Figure 1. Selected gate families.
Drawn at 4 px/um.
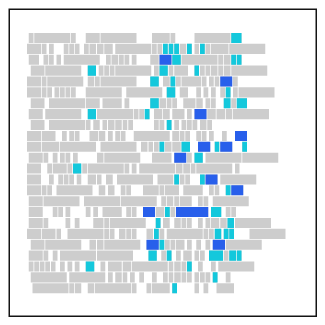
Figure 2. Track usage over the die.
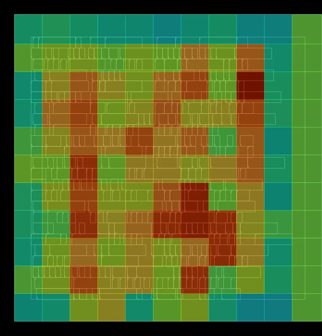
Figure 3. Zoomed window.
Region (45, 45) to (70, 70) um. Cells in grey, sequential cells in the stronger grey; small squares are vias.
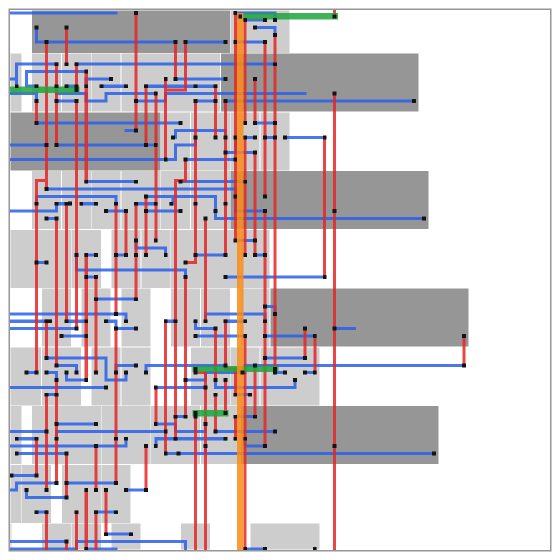
--- src/rtl/tone_osc.sv ---
// Dual square-wave tone oscillator with shadowed half-period updates and a 2-bit mixer.
// New half-periods are applied only on a half-period boundary, so a frequency change never produces a runt pulse.
module tone_osc #(
  parameter int HALF_W   = 8,
  parameter int PRESCALE = 1
) (
  input  logic              clk,
  input  logic              rst_n,
  input  logic [HALF_W-1:0] freq1,
  input  logic [HALF_W-1:0] freq2,
  input  logic              upd,
  input  logic              en1,
  input  logic              en2,
  output logic              sq1,
  output logic              sq2,
  output logic [1:0]        mix,
  output logic [1:0]        pend
);

  localparam int              PW       = (PRESCALE > 1) ? $clog2(PRESCALE) : 1;
  localparam logic [PW-1:0]   PRE_LAST = PW'(PRESCALE - 1);
  localparam logic [PW-1:0]   PRE_ONE  = PW'(1);
  localparam logic [HALF_W-1:0] ONE    = HALF_W'(1);

  logic [PW-1:0]            pre_cnt_q, pre_cnt_d;
  logic                     tick;
  logic [1:0][HALF_W-1:0]   act_q, act_d;
  logic [1:0][HALF_W-1:0]   cnt_q, cnt_d;
  logic [1:0][HALF_W-1:0]   shd_q, shd_d;
  logic [1:0][HALF_W-1:0]   freq_w;
  logic [1:0]               sq_q, sq_d;
  logic [1:0]               pend_q, pend_d;
  logic [1:0]               clr;

  assign freq_w = {freq2, freq1};
  assign tick   = (pre_cnt_q == PRE_LAST);

  always_comb begin
    pre_cnt_d = tick ? '0 : pre_cnt_q + PRE_ONE;
    act_d     = act_q;
    cnt_d     = cnt_q;
    sq_d      = sq_q;
    shd_d     = shd_q;
    clr       = '0;
    if (tick) begin
      for (int i = 0; i < 2; i++) begin
        if (act_q[i] == '0) begin
          sq_d[i]  = 1'b0;
          cnt_d[i] = '0;
          if (pend_q[i]) begin
            act_d[i] = shd_q[i];
            clr[i]   = 1'b1;
          end
        end else if (cnt_q[i] != act_q[i] - ONE) begin
          cnt_d[i] = cnt_q[i] + ONE;
        end else begin
          cnt_d[i] = '0;
          sq_d[i]  = ~sq_q[i];
          if (pend_q[i]) begin
            act_d[i] = shd_q[i];
            clr[i]   = 1'b1;
            // Loading silence parks the output low rather than leaving it high.
            if (shd_q[i] == '0) sq_d[i] = 1'b0;
          end
        end
      end
    end
    // A capture in the same cycle as a load keeps the channel pending for the newer value.
    if (upd) begin
      shd_d  = freq_w;
      pend_d = 2'b11;
    end else begin
      pend_d = pend_q & ~clr;
    end
  end

  always_ff @(posedge clk or negedge rst_n) begin
    if (!rst_n) begin
      pre_cnt_q <= '0;
      act_q     <= '0;
      cnt_q     <= '0;
      shd_q     <= '0;
      sq_q      <= '0;
      pend_q    <= '0;
    end else begin
      pre_cnt_q <= pre_cnt_d;
      act_q     <= act_d;
      cnt_q     <= cnt_d;
      shd_q     <= shd_d;
      sq_q      <= sq_d;
      pend_q    <= pend_d;
    end
  end

  assign sq1  = sq_q[0];
  assign sq2  = sq_q[1];
  assign pend = pend_q;
  assign mix  = {1'b0, sq_q[0] & en1} + {1'b0, sq_q[1] & en2};

endmodule

--- config.mk ---
export PLATFORM = sky130hd
export DESIGN_NAME = tone_osc
export DESIGN_NICKNAME = d
export VERILOG_FILES = /design/src/rtl/tone_osc.sv
export SDC_FILE = /design/constraint.sdc
export NUM_CORES = 1
export LEC_CHECK = 0
export ABC_AREA = 1
export CAP_MARGIN = 20
export CORE_MARGIN = 4
export CORE_UTILIZATION = 60
export DETAILED_ROUTE_END_ITERATION = 10
export PLACE_DENSITY = 0.89
export SYNTH_ARGS = -nofsm -noshare
export SYNTH_HDL_FRONTEND = slang
export SYNTH_SLANG_ARGS = --single-unit
--- constraint.sdc ---
create_clock -name clk -period 3.6 [get_ports clk]
set_input_delay 1.08 -clock clk [delete_from_list [all_inputs] [get_ports clk]]
set_output_delay 1.08 -clock clk [all_outputs]
set_load 0.02 [all_outputs]
==> results.txt <==
Implementation status.

- The tightest slew margin relative to the limit is 57.3%.
- After synthesis the netlist holds a flip-flop and latch count of roughly 52.
- The die is 76.4 um wide.
- Per the TritonCTS log, the buffer count is 5.
- For reference, the mux area share after synthesis is 0%.
- The number of global-route vias before repair is 2,364.
- The fmax is 285 MHz.
- The final critical-path setup slack is 0.0904 ns.
- The effective utilization at floorplan is 63.1%.
- The first-pass GRT wire length is between 10,000 and 15,000 um.
- Walking the worst path, the cells encountered are clkdlybuf4s50_1 > nand2_1 > inv_1 > ha_1 > clkdlybuf4s50_1.
- The pre-CTS setup slack is 0.0915 ns.
- The xor and xnor area share after synthesis is approximately 4.6%.
- The stage logs contain a warning count of 26.
- The post-synthesis cell type count is 33.
- The post-synthesis async set-or-reset flop share is 100%.
- The count of vias placed by the detailed router is 2,429.
- The analysis reports a worst IR drop on VDD of 0.000363 V.
- Of the available clock period, the critical path in the final layout requires 97.5%.
- The die span in y is around 76 um.
- According to the I/O placement log, the pin count is 27.
- The final timing report lists a hold violation count of 0.
- The number of port buffers is 26.
- The cell at the root of the clock tree is clkbuf_8.
- Per the post-route antenna check, the number of violating nets is 0.
- The total design power is 2.54 mW.
- The largest net degree at the start of global routing is between 50 and 60.
- According to the hold report, the worst path is of the reg -> reg type.
- The worst setup path is captured at an output pin.
- The clock latency reported for the late side of the worst-skew pair is 0.31 ns.
- The area growth from synthesis to layout is 12.9%.
- The net switching component of the power is approximately 1.2 mW.
- The floorplan has 24 rows.
- The run finished with clean final reports.
- Per Yosys stat, the portion of area used by sequential elements is 46.4%.
- On the worst setup and hold paths after CTS, the clock-pin slew comes to 0.10 ns.
- The adder-cell share of the synthesized area is ~2.2%.
- The delay of the slowest critical-path stage is roughly 0.60 ns.
- The synthesized netlist was found by Yosys to have 365 cells.
- The top cell types in the final layout, fill and taps aside, are nand2_1 (146), dfrtp_1 (52), inv_1 (33).
- The number of buffers and inverters on the critical path is 3.
Back to the opening pictures, Figure 1:
legend:
  cyan:
    family: nor cells
    cells: 49
    most_used: nor2_1
  blue:
    family: xor and xnor cells
    cells: 13
    most_used: xor2_1

Back to the opening pictures, Figure 2:
most congested layer reported by global routing: met2
post-route core utilization: 71.3%
GRT Total Usage: 20.7%

Back to the opening pictures, Figure 3:
legend:
  red:
    layer: metal 2
  orange:
    layer: metal 4
  green:
    layer: metal 3
  blue:
    layer: metal 1
cells with their middle in the window: 46
most frequent: nand2_1 (13), inv_1 (6), dfrtp_1 (6)
netlist names of flops here include: cnt_q (6)
sequential cells in the window: 6

[power by group through the flow]
stage	combinational, mW	sequential, mW	clock, mW
3_3_place_gp	1.11	0.982	0
4_1_cts	1.20	0.986	0.347
2_1_floorplan	0.971	0.948	0
5_1_grt	1.37	1.02	0.370
6_report	1.21	0.990	0.343
3_5_place_dp	1.19	0.992	0
[path summary, 6_finish.rpt]
check / start / endpoint / slack (ns)
worst max-delay path: en1 / mix[0] / 0.09
worst min-delay path: act_q[6] / act_q[6] / 0.51
worst max register to register: act_q[8] / pend[1] / 1.47
worst min register to register: act_q[6] / act_q[6] / 0.51
max in group asynchronous: rst_n / cnt_q[7] / 2.27
min in group asynchronous: rst_n / shd_q[4] / 0.89
[logic make-up (layout without fill, tap and decap cells)]
kind of cell	count (synthesis)	in the layout
AND/OR/NAND/NOR	243	243
flip-flops	52	52
buffers and inverters	42	71
XOR/XNOR	13	13
AND-OR/OR-AND	10	10
adder cells (fa/ha/maj)	5	5
[flip-flops by register name, summed over array words and instances (netlist names)]
register and cells:
shd_q 16, pend 2, sq_q 2, cnt_q 16, act_q 16
[per-stage QoR]
stage	instance area (um2)	utilization, %	cells	hold WS, ns
final	3170	71.3	446	0.509
after global routing	3170	71.3	446	0.533
after global placement	3080	69.2	438	0.474
after detailed placement	3080	69.2	438	0.481
after CTS	3170	71.3	446	0.510
after floorplan	2800	-	365	0.449
[final cells by class]
class / count / area (um2) / share of cell area [%]
clock buffer: 6 / 72.6 / 2.29
clock inverter: 2 / 17.5 / 0.553
inverter: 35 / 131 / 4.15
multi-input combinational: 271 / 1310 / 41.3
sequential: 52 / 1300 / 41.1
tap: 52 / 65.1 / 2.05
timing repair buffer: 28 / 270 / 8.53
[synth_stat cells, types with 2 or more instances]
cell type  count  area (um2)
a21oi_1        4        20.0
a31oi_1        3        18.8
clkbuf_1       3        11.3
dfrtp_1       52        1300
ha_1           5        62.6
inv_1         33         124
nand2_1      146         548
nand2_2        6        37.5
nand2_4        2        22.5
nand3_1       32         160
nand3_2        2        20.0
nand4_1        2        12.5
nor2_1        29         109
nor2_2         8        50.1
nor3_1         4        20.0
nor3b_1        3        22.5
nor4_1         4        25.0
o21ai_0        2        10.0
xnor2_1        2        17.5
xor2_1        10        87.6
[tightest hold or removal path, cell delays in order (launching register included)]
cell and delay, ns:
dfrtp_1 0.38, nand2_1 0.06, nand2_1 0.05
[routing by layer]
layer / up-vias / wire length [um] / GRT usage [%]
met2: 79 / 2780 / 37.5
met4: 0 / 64 / 6.52
li1: 1195 / - / -
met5: - / 0 / 0
met1: 1147 / 2470 / 24.7
met3: 8 / 312 / 4.02
No activity file was given, so power comes from the tool's default toggle rates.
